===== src/rtl/burst_ram_pkg.sv =====
// rtl/burst_ram_pkg.sv - shared widths, command encodings and sequencer states for the PSRAM burst arbiter
package burst_ram_pkg;

    localparam int BR_ADDR_W = 21;
    localparam int BR_DATA_W = 64;
    localparam int BR_MASK_W = 8;

    localparam logic BR_CMD_READ  = 1'b0;
    localparam logic BR_CMD_WRITE = 1'b1;

    typedef enum logic [2:0] {
        ST_IDLE,
        ST_CMD,
        ST_WRITE,
        ST_READ,
        ST_GAP
    } br_state_e;

endpackage


===== src/rtl/burst_ram_arbiter_if.sv =====
// rtl/burst_ram_arbiter_if.sv - one requester port of the burst arbiter (request, write beats, read beats, completion)
interface burst_ram_arbiter_if #(
    parameter int BEAT_W = 2
);
    import burst_ram_pkg::*;

    logic                 req;
    logic                 cmd;
    logic [BR_ADDR_W-1:0] addr;
    logic [BR_DATA_W-1:0] wr_data;
    logic [BEAT_W-1:0]    beat;
    logic [BR_DATA_W-1:0] rd_data;
    logic                 rd_valid;
    logic                 done;
    logic                 error;

    modport master (
        output req, cmd, addr, wr_data,
        input  beat, rd_data, rd_valid, done, error
    );

    modport slave (
        input  req, cmd, addr, wr_data,
        output beat, rd_data, rd_valid, done, error
    );

endinterface


===== src/rtl/burst_ram_arbiter.sv =====
// rtl/burst_ram_arbiter.sv - two-port round-robin arbiter and whole-burst sequencer for the PSRAM burst port
module burst_ram_arbiter
    import burst_ram_pkg::*;
#(
    parameter int BurstBeats        = 4,
    parameter int CmdIntervalCycles = 18,
    parameter int ReadTimeoutCycles = 255
) (
    input  logic                  clk,
    input  logic                  rst_n,
    burst_ram_arbiter_if.slave    m0,
    burst_ram_arbiter_if.slave    m1,
    output logic                  br_cmd,
    output logic                  br_cmd_en,
    output logic [BR_ADDR_W-1:0]  br_addr,
    output logic [BR_DATA_W-1:0]  br_wr_data,
    output logic [BR_MASK_W-1:0]  br_data_mask,
    input  logic [BR_DATA_W-1:0]  br_rd_data,
    input  logic                  br_rd_data_valid
);

    localparam int BEAT_W = $clog2(BurstBeats);
    localparam int IVL_W  = $clog2(CmdIntervalCycles + 1);
    localparam int TMO_W  = $clog2(ReadTimeoutCycles + 1);

    localparam logic [BEAT_W-1:0] LAST_BEAT = BEAT_W'(BurstBeats - 1);
    localparam logic [IVL_W-1:0]  IVL_LOAD  = IVL_W'(CmdIntervalCycles - 1);
    localparam logic [TMO_W-1:0]  TMO_PRE   = TMO_W'(ReadTimeoutCycles - 1);
    localparam logic [TMO_W-1:0]  TMO_MAX   = TMO_W'(ReadTimeoutCycles);

    br_state_e            state_q, state_d;
    logic                 owner_q;
    logic                 last_grant_q;
    logic                 cmd_q;
    logic [BR_ADDR_W-1:0] addr_q;
    logic [BEAT_W-1:0]    beat_q;
    logic [IVL_W-1:0]     ivl_q;
    logic [TMO_W-1:0]     tmo_q;
    logic                 wr_active_q;
    logic [BR_DATA_W-1:0] rd_data_q;
    logic                 rd_valid_q;
    logic                 done_q;
    logic                 error_q;

    logic grant, grant_port, rd_take, rd_last, wr_last, tmo_hit, done_d;

    always_comb begin
        state_d    = state_q;
        grant      = 1'b0;
        grant_port = owner_q;
        rd_take    = (state_q == ST_READ) && br_rd_data_valid;
        rd_last    = rd_take && (beat_q == LAST_BEAT);
        wr_last    = (state_q == ST_WRITE) && (beat_q == LAST_BEAT);
        // A final beat arriving on the timeout cycle still counts as a clean completion
        tmo_hit    = (state_q == ST_READ) && !rd_last && (tmo_q == TMO_PRE);
        done_d     = rd_last || wr_last || tmo_hit;

        case (state_q)
            ST_IDLE: begin
                if ((ivl_q == '0) && (m0.req || m1.req)) begin
                    grant      = 1'b1;
                    grant_port = (m0.req && m1.req) ? ~last_grant_q : m1.req;
                    state_d    = ST_CMD;
                end
            end
            ST_CMD:   state_d = (cmd_q == BR_CMD_WRITE) ? ST_WRITE : ST_READ;
            ST_WRITE: if (wr_last) state_d = ST_GAP;
            ST_READ:  if (rd_last || tmo_hit) state_d = ST_GAP;
            ST_GAP:   state_d = ST_IDLE;
            default:  state_d = ST_IDLE;
        endcase
    end

    always_ff @(posedge clk or negedge rst_n) begin
        if (!rst_n) begin
            state_q      <= ST_IDLE;
            owner_q      <= 1'b0;
            last_grant_q <= 1'b1;
            cmd_q        <= 1'b0;
            addr_q       <= '0;
            beat_q       <= '0;
            ivl_q        <= '0;
            tmo_q        <= '0;
            wr_active_q  <= 1'b0;
            rd_data_q    <= '0;
            rd_valid_q   <= 1'b0;
            done_q       <= 1'b0;
            error_q      <= 1'b0;
            br_cmd_en    <= 1'b0;
        end else begin
            state_q    <= state_d;
            br_cmd_en  <= grant;
            rd_valid_q <= rd_take;
            done_q     <= done_d;
            error_q    <= tmo_hit;
            if (rd_take) rd_data_q <= br_rd_data;
            if (ivl_q != '0) ivl_q <= ivl_q - 1'b1;

            if (grant) begin
                owner_q      <= grant_port;
                last_grant_q <= grant_port;
                cmd_q        <= grant_port ? m1.cmd : m0.cmd;
                addr_q       <= grant_port ? m1.addr : m0.addr;
                wr_active_q  <= grant_port ? m1.cmd : m0.cmd;
                beat_q       <= '0;
                tmo_q        <= '0;
                ivl_q        <= IVL_LOAD;
            end else begin
                case (state_q)
                    ST_CMD: begin
                        if (cmd_q == BR_CMD_WRITE) beat_q <= beat_q + 1'b1;
                        tmo_q <= tmo_q + 1'b1;
                    end
                    ST_WRITE: begin
                        if (wr_last) wr_active_q <= 1'b0;
                        else         beat_q      <= beat_q + 1'b1;
                    end
                    ST_READ: begin
                        if (rd_take && !rd_last) beat_q <= beat_q + 1'b1;
                        if (tmo_q != TMO_MAX)    tmo_q  <= tmo_q + 1'b1;
                    end
                    ST_GAP:  beat_q <= '0;
                    default: ;
                endcase
            end
        end
    end

    assign br_cmd       = cmd_q;
    assign br_addr      = addr_q;
    assign br_data_mask = '0;
    // Beat index is registered, so only the requester's data path is combinational here
    assign br_wr_data   = !wr_active_q ? '0 : (owner_q ? m1.wr_data : m0.wr_data);

    always_comb begin
        m0.beat     = '0;
        m0.rd_data  = '0;
        m0.rd_valid = 1'b0;
        m0.done     = 1'b0;
        m0.error    = 1'b0;
        m1.beat     = '0;
        m1.rd_data  = '0;
        m1.rd_valid = 1'b0;
        m1.done     = 1'b0;
        m1.error    = 1'b0;
        if (owner_q) begin
            m1.beat     = wr_active_q ? beat_q : '0;
            m1.rd_data  = rd_data_q;
            m1.rd_valid = rd_valid_q;
            m1.done     = done_q;
            m1.error    = error_q;
        end else begin
            m0.beat     = wr_active_q ? beat_q : '0;
            m0.rd_data  = rd_data_q;
            m0.rd_valid = rd_valid_q;
            m0.done     = done_q;
            m0.error    = error_q;
        end
    end

endmodule

===== src/flat_wrapper.sv =====
// flat-port wrapper written by rule: the top's interface ports become plain ports
module burst_ram_arbiter_flat import burst_ram_pkg::*;
#(
    parameter int BurstBeats        = 4,
    parameter int CmdIntervalCycles = 18,
    parameter int ReadTimeoutCycles = 255
)
  (clk, rst_n, br_cmd, br_cmd_en, br_addr, br_wr_data, br_data_mask, br_rd_data, br_rd_data_valid, m0_req, m0_cmd, m0_addr, m0_wr_data, m0_beat, m0_rd_data, m0_rd_valid, m0_done, m0_error, m1_req, m1_cmd, m1_addr, m1_wr_data, m1_beat, m1_rd_data, m1_rd_valid, m1_done, m1_error);
  burst_ram_arbiter_if m0_i ();
  burst_ram_arbiter_if m1_i ();
  input  logic clk;
  input  logic rst_n;
  output logic br_cmd;
  output logic br_cmd_en;
  output logic [BR_ADDR_W-1:0] br_addr;
  output logic [BR_DATA_W-1:0] br_wr_data;
  output logic [BR_MASK_W-1:0] br_data_mask;
  input  logic [BR_DATA_W-1:0] br_rd_data;
  input  logic br_rd_data_valid;
  input wire logic [$bits(m0_i.req)-1:0] m0_req;
  input wire logic [$bits(m0_i.cmd)-1:0] m0_cmd;
  input wire logic [$bits(m0_i.addr)-1:0] m0_addr;
  input wire logic [$bits(m0_i.wr_data)-1:0] m0_wr_data;
  output wire logic [$bits(m0_i.beat)-1:0] m0_beat;
  output wire logic [$bits(m0_i.rd_data)-1:0] m0_rd_data;
  output wire logic [$bits(m0_i.rd_valid)-1:0] m0_rd_valid;
  output wire logic [$bits(m0_i.done)-1:0] m0_done;
  output wire logic [$bits(m0_i.error)-1:0] m0_error;
  input wire logic [$bits(m1_i.req)-1:0] m1_req;
  input wire logic [$bits(m1_i.cmd)-1:0] m1_cmd;
  input wire logic [$bits(m1_i.addr)-1:0] m1_addr;
  input wire logic [$bits(m1_i.wr_data)-1:0] m1_wr_data;
  output wire logic [$bits(m1_i.beat)-1:0] m1_beat;
  output wire logic [$bits(m1_i.rd_data)-1:0] m1_rd_data;
  output wire logic [$bits(m1_i.rd_valid)-1:0] m1_rd_valid;
  output wire logic [$bits(m1_i.done)-1:0] m1_done;
  output wire logic [$bits(m1_i.error)-1:0] m1_error;
  assign m0_i.req = m0_req;
  assign m0_i.cmd = m0_cmd;
  assign m0_i.addr = m0_addr;
  assign m0_i.wr_data = m0_wr_data;
  assign m0_beat = m0_i.beat;
  assign m0_rd_data = m0_i.rd_data;
  assign m0_rd_valid = m0_i.rd_valid;
  assign m0_done = m0_i.done;
  assign m0_error = m0_i.error;
  assign m1_i.req = m1_req;
  assign m1_i.cmd = m1_cmd;
  assign m1_i.addr = m1_addr;
  assign m1_i.wr_data = m1_wr_data;
  assign m1_beat = m1_i.beat;
  assign m1_rd_data = m1_i.rd_data;
  assign m1_rd_valid = m1_i.rd_valid;
  assign m1_done = m1_i.done;
  assign m1_error = m1_i.error;
  burst_ram_arbiter #(.BurstBeats(BurstBeats), .CmdIntervalCycles(CmdIntervalCycles), .ReadTimeoutCycles(ReadTimeoutCycles)) u_core (.clk(clk), .rst_n(rst_n), .m0(m0_i), .m1(m1_i), .br_cmd(br_cmd), .br_cmd_en(br_cmd_en), .br_addr(br_addr), .br_wr_data(br_wr_data), .br_data_mask(br_data_mask), .br_rd_data(br_rd_data), .br_rd_data_valid(br_rd_data_valid));
endmodule

===== config.mk =====
export PLATFORM = sky130hd
export DESIGN_NAME = burst_ram_arbiter_flat
export DESIGN_NICKNAME = d
export VERILOG_FILES = /design/src/rtl/burst_ram_pkg.sv /design/src/rtl/burst_ram_arbiter_if.sv /design/src/rtl/burst_ram_arbiter.sv /design/src/flat_wrapper.sv
export SDC_FILE = /design/constraint.sdc
export NUM_CORES = 1
export LEC_CHECK = 0
export ABC_CLOCK_PERIOD_IN_PS = 5530
export CAP_MARGIN = 20
export CORE_AREA = 2 2 186 188
export CTS_BUF_LIST = sky130_fd_sc_hd__clkbuf_8
export DETAILED_ROUTE_END_ITERATION = 12
export DIE_AREA = 0 0 188 190
export GPL_ROUTABILITY_DRIVEN = 1
export SLEW_MARGIN = 20
export SYNTH_ARGS = -nofsm -noshare
export SYNTH_HDL_FRONTEND = slang
export SYNTH_SLANG_ARGS = --single-unit

===== constraint.sdc =====
create_clock -name clk -period 5.53 [get_ports clk]
set_clock_uncertainty 0.1 [all_clocks]
set_input_delay 1.3825 -clock clk [delete_from_list [all_inputs] [get_ports clk]]
set_output_delay 1.3825 -clock clk [all_outputs]
set_load 0.02 [all_outputs]

**Run 1: close-up of the layout**

Window x 74 to 114, y 113 to 153 µm. Cells in grey, sequential cells in the stronger grey; small squares are vias.
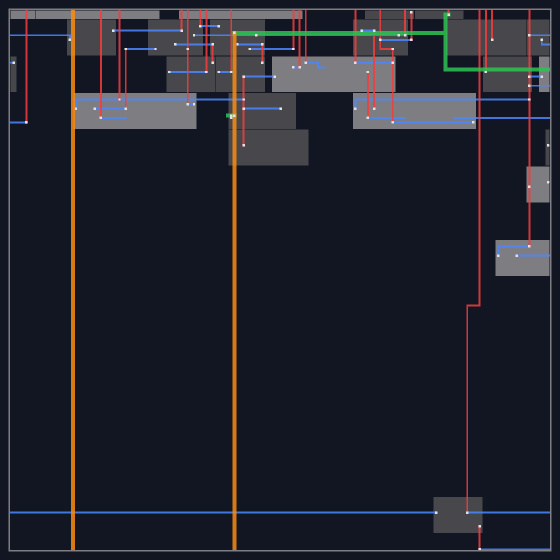
- red: M2
- orange: M4
- blue: M1
- green: M3
- sequential cells in the window: 3
- netlist names of flops here include: u_core.rd_data_q (3)
- cells with their middle in the window: 15
- most frequent: clkdlybuf4s50_1 (5), mux2_2 (3), dfrtp_1 (3)

**Run 1: the metal 2 layer**

Drawn at 1.5 px/µm. Cells faint in the background.
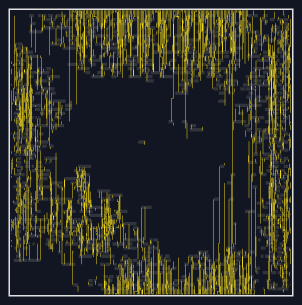
- share of all routed wire: 50%
- wire length on this layer: 12500 µm
- nets with wire on the layer: 1126
- main direction: vertical
Vias: 6240
final wirelength: 25000 µm
met2 Use GR: 24.1%

**Run 1: track usage over the die**

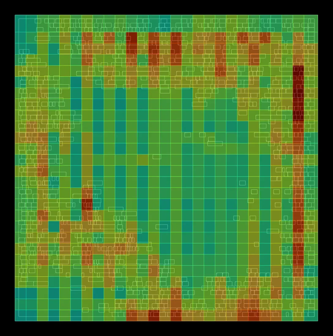
Util after Layout: 35.4%
M1 GR Usage: 15.7%
gr usage total: 13.6%
met3 Use GR: 4.15%
average wire per standard cell: 16.0 µm

==> flow_metrics.env, run 1 <==
# source this file to load flow results
export IMPL_total_power_uw=5640
export IMPL_yosys_cells=664
export IMPL_pwr_share_clk_pct=9.1
export IMPL_simple_gate_area_share_pct=24.0
export IMPL_dp_hpwl_um=19900
export IMPL_report_final_slew_viol_count=0
export IMPL_routed_top_layer="met4"
export IMPL_clk_insertion_delay_late_ns=0.40
export IMPL_p_seq_uw=1620
export IMPL_status="complete, no violations"
export IMPL_min_to="u_core.last_grant_q$_DFFE_PN1P_"
export IMPL_place_ws_ns=1.12
export IMPL_top_cells_by_area="dfrtp_1, mux2i_1, nor2b_1, mux2_2, and2_1"
export IMPL_ys_types=49
export IMPL_synthMuxAreaShare_pct=23.8
export IMPL_cts_sinks=111
export IMPL_chipArea_um2=35700
export IMPL_tool_warnings=30
export IMPL_comb_cell_power_uw=3510
export IMPL_gr_total_overflow=0
export IMPL_drive_gt1_share_pct=8.97
export IMPL_cts_resized=0
export IMPL_yosysWarnings=0
export IMPL_synth_avg_cell_area_um2=10.2
export IMPL_fillers=3389
export IMPL_syn_instance_count=664
export IMPL_asyncSetResetFlopFracSynth_pct=100
export IMPL_r2r_start="u_core.state_q[0]$_DFFE_PN0P_"
export IMPL_ios=474
export IMPL_cts_tree="yes"
export IMPL_worstSetupEndpoint="br_wr_data[57]"
export IMPL_grt_max_degree=106
export IMPL_top_register="u_core.rd_data_q"
export IMPL_diodes=0
export IMPL_taps=455
export IMPL_critPathArrivalTime_ns=2.88
## run 1: placed cells by master, fill, tap and decap left out, types with 3 or more instances in the layout
cell type	n
nand2b_1	4
and3_1	3
mux2_2	65
nand2_1	35
nor2_1	15
nor2b_1	132
clkbuf_8	9
o21ai_0	11
buf_4	4
nand4_1	3
clkdlybuf4s50_1	464
dfrtp_1	108
buf_12	3
nor3_1	3
a21oi_1	6
and2_1	67
ha_1	5
o21ai_1	16
inv_1	8
mux2i_1	88
conb_1	8
## run 1: critical path, cell delays in order
cell and delay, ns:
clkdlybuf4s50_1 0.59, mux2i_1 0.11, nor2b_1 0.17, clkdlybuf4s50_1 0.62
**Run 1: where the registers sit**

Drawn at 2 px/µm. Other sequential cells in the stronger grey, the rest of the logic in the fainter grey.
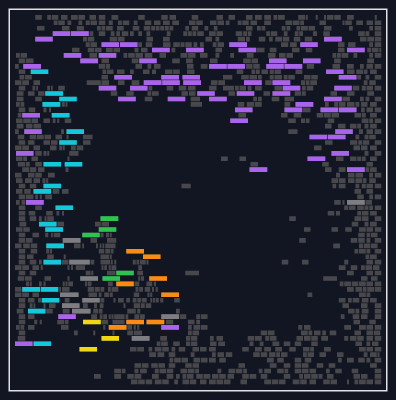

--- run 2 (diff from run 1) ---
- ABC_CLOCK_PERIOD_IN_PS: 5530 -> 3900
- CORE_AREA: 2 2 186 188 -> 2 2 185 187
- DIE_AREA: 0 0 188 190 -> 0 0 187 189
- clock period: 5.53 -> 3.9 ns (I/O delays scaled with it)
**Run 2: where the registers sit**

Drawn at 2 px/µm. Other sequential cells in the stronger grey, the rest of the logic in the fainter grey.
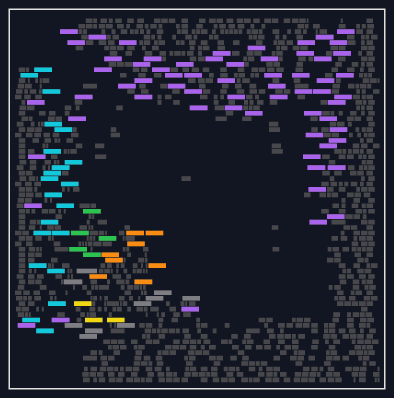
- purple: u_core.rd_data_q (sequential cells 64)
- cyan: u_core.br_addr (sequential cells 21)
- green: u_core.ivl_q (sequential cells 5; where left middle)
- orange: u_core.tmo_q (sequential cells 8)
- yellow: u_core.state_q (sequential cells 3)
register area: 2780 µm²
Seq/total area: 22.8%
Util after Layout: 36.7%
seq pwr: 2230 µW

**Run 2: close-up of the layout**

Window x 74 to 114, y 112 to 152 µm. Cells in grey, sequential cells in the stronger grey; small squares are vias.
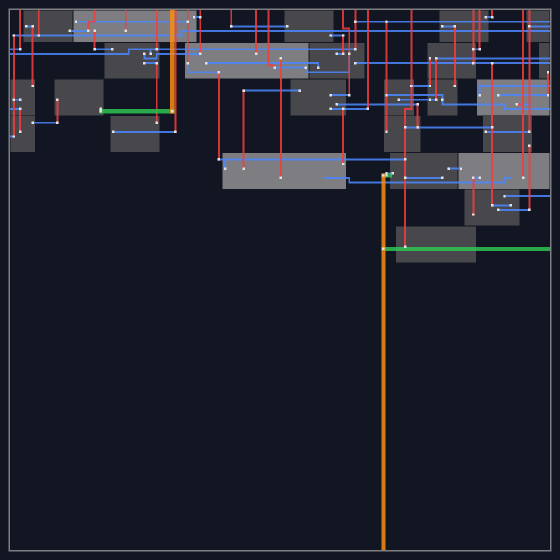
- red: M2
- green: M3
- orange: M4
- blue: M1
- most frequent: clkdlybuf4s50_1 (7), dfrtp_1 (5), mux2_2 (4)
- cells with their middle in the window: 23
- netlist names of flops here include: u_core.rd_data_q (5)
- sequential cells in the window: 5

==> flow_metrics.env, run 2 <==
# source this file to load flow results
export IMPL_path_cells="buf_12, buf_12, mux2i_1, nor2b_1, clkdlybuf4s50_1"
export IMPL_clk_insertion_delay_late_ns=0.40
export IMPL_comb_cell_power_uw=5200
export IMPL_wl_per_cell_um=16.0
export IMPL_cp_num_buf_inv=3
export IMPL_yosys_cells=664
export IMPL_report_final_slew_viol_count=0
export IMPL_pwr_share_clk_pct=9.3
export IMPL_vias=6283
export IMPL_grt_met1_usage_pct=15.8
export IMPL_grt_max_degree=65
export IMPL_cpPeakStageDelay_ns=0.87
export IMPL_status="complete, no violations"
export IMPL_simple_gate_area_share_pct=24.0
export IMPL_routed_top_layer="met4"
export IMPL_ios=474
export IMPL_synth_avg_cell_area_um2=10.2
export IMPL_gr_total_overflow=0
export IMPL_dp_hpwl_um=20200
export IMPL_grtUsageMet2_pct=24.6
export IMPL_path_depth=5
export IMPL_synthMuxAreaShare_pct=23.8
-- run 2: final cells by class --
type                       count  area, µm²
fill                        3368      21100
timing repair buffer         487       4900
multi-input combinational    497       3700
sequential                   111       2780
tap                          448        561
clock buffer                   9        124
clock inverter                 7       93.8
inverter                       9       33.8
antenna                        1       2.50
-- run 2: final timing paths --
| path | to | slack, ns |
|---|---|---|
| max in group asynchronous | u_core.rd_data_q[2]$_DFFE_PN0N_ | 2.36 |
| worst max-delay path | br_wr_data[34] | 0.24 |
| worst min-delay path | u_core.br_addr[20]$_DFFE_PN0P_ | 0.40 |
| worst min register to register | u_core.br_addr[20]$_DFFE_PN0P_ | 0.40 |
| worst max register to register | u_core.rd_data_q[36]$_DFFE_PN0N_ | 1.43 |
| min in group asynchronous | u_core.rd_data_q[61]$_DFFE_PN0N_ | 0.48 |
**Run 2: track usage over the die**

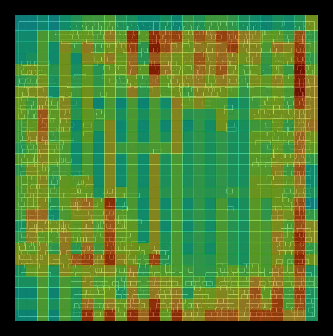

--- run 3 (diff from run 2) ---
- ABC_AREA: default -> 1
- CORE_AREA: 2 2 185 187 -> 2 2 183 185
- DIE_AREA: 0 0 187 189 -> 0 0 185 187
**Run 3: track usage over the die**

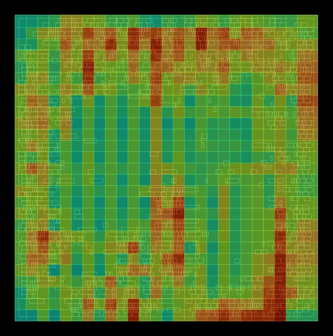
Util after Layout: 37.2%
average wire per standard cell: 15.3 µm
gr usage total: 16.9%
M1 GR Usage: 20.2%
GRT busiest layer: met2

**Run 3: where the registers sit**

Drawn at 2 px/µm. Other sequential cells in the stronger grey, the rest of the logic in the fainter grey.
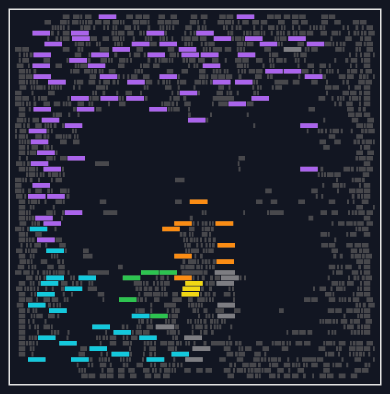
- purple: u_core.rd_data_q (sequential cells 64)
- cyan: u_core.br_addr (sequential cells 21; where bottom left)
- orange: u_core.tmo_q (sequential cells 8; where middle)
- green: u_core.ivl_q (sequential cells 5)
- yellow: u_core.state_q (sequential cells 3)
- not coloured: 10
seq pwr: 2060 µW
Seq/total area: 22.8%

==> flow_metrics.env, run 3 <==
# source this file to load flow results
export IMPL_synthMuxAreaShare_pct=0
export IMPL_flops=111
export IMPL_clk_insertion_delay_late_ns=0.41
export IMPL_comb_area_share_pct=24.8
export IMPL_final_cell_mix="clkdlybuf4s50_1, nor2_1, nand2_1"
export IMPL_logic_gates=699
export IMPL_cts_tree="yes"
export IMPL_nNonClkBuffers=475
export IMPL_cp_top_family="buffers and inverters"
export IMPL_cpPeakStageDelay_ns=0.66
export IMPL_final_common_cell="clkdlybuf4s50_1"
export IMPL_cpMostUsedCell="nor2_1"
export IMPL_syn_instance_count=1081
export IMPL_worst_path_max_delay_cell="dfrtp_4"
export IMPL_regArea_um2=2780
export IMPL_synth_avg_cell_area_um2=6.48
export IMPL_top_register="u_core.rd_data_q"
export IMPL_use_met3_pct=4.42
export IMPL_pwr_share_clk_pct=10.4
export IMPL_grtUsageMet2_pct=29.4
export IMPL_yosys_cells=1081
export IMPL_place_ws_ns=0.310
export IMPL_logic_area_um2=3030
export IMPL_fillers=3457
export IMPL_clock_cell_area_share_pct=2.04
export IMPL_cts_resized=0
export IMPL_diodes=3
export IMPL_path_cells="inv_2, buf_12, nor2_1, nor2_1, clkdlybuf4s50_1"
export IMPL_gr_total_overflow=0
export IMPL_worstSetupEndpoint="br_wr_data[14]"
export IMPL_simple_gate_area_share_pct=29.4
export IMPL_buffer_area_share_pct=39.3
export IMPL_cp_num_buf_inv=3
export IMPL_grt_max_degree=125
export IMPL_nClkBuffers=9
export IMPL_ys_types=34
export IMPL_yosysWarnings=0
export IMPL_min_to="u_core.last_grant_q$_DFFE_PN1P_"
export IMPL_taps=448
export IMPL_nNonClkInverters=210
export IMPL_critPathArrivalTime_ns=2.59
export IMPL_status="complete, no violations"
export IMPL_routed_top_layer="met5"
## run 3: cell count changes in the layout (fill, tap and decap cells not counted), sizes merged, moves of 88 or more
cell | previous run | this run
inv | 14 | 213
mux2i | 88 | 0
nand2 | 35 | 225
nor2 | 15 | 255
nor2b | 132 | 0
o21ai | 27 | 157
## run 3: kinds of logic after synthesis
| kind of cell | after synthesis |
|---|---|
| buffers and inverters | 278 |
| AND-OR/OR-AND | 162 |
| other | 1 |
| AND/OR/NAND/NOR | 518 |
| adder cells (fa/ha/maj) | 5 |
| flip-flops | 111 |
| XOR/XNOR | 6 |
## run 3: worst min-delay path, stage by stage, from the launching register on
cell and delay (ns):
dfstp_2 0.38, nand2_1 0.05, nand2_1 0.04

==> screenshots <==
Selected gate families.
Drawn at 2 px/µm.
(a)
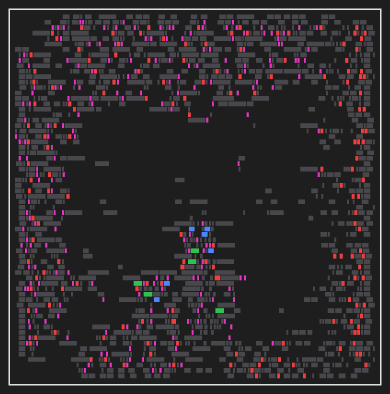
(b)
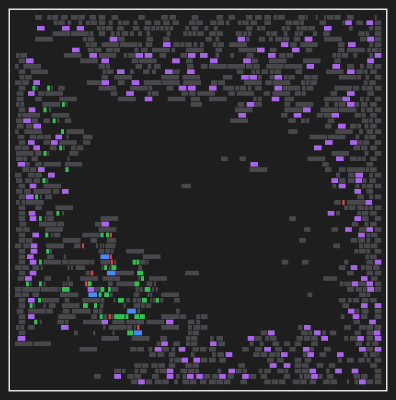
For run 3, see (a).
For run 1, see (b).

No activity file was given, so power comes from the tool's default toggle rates.
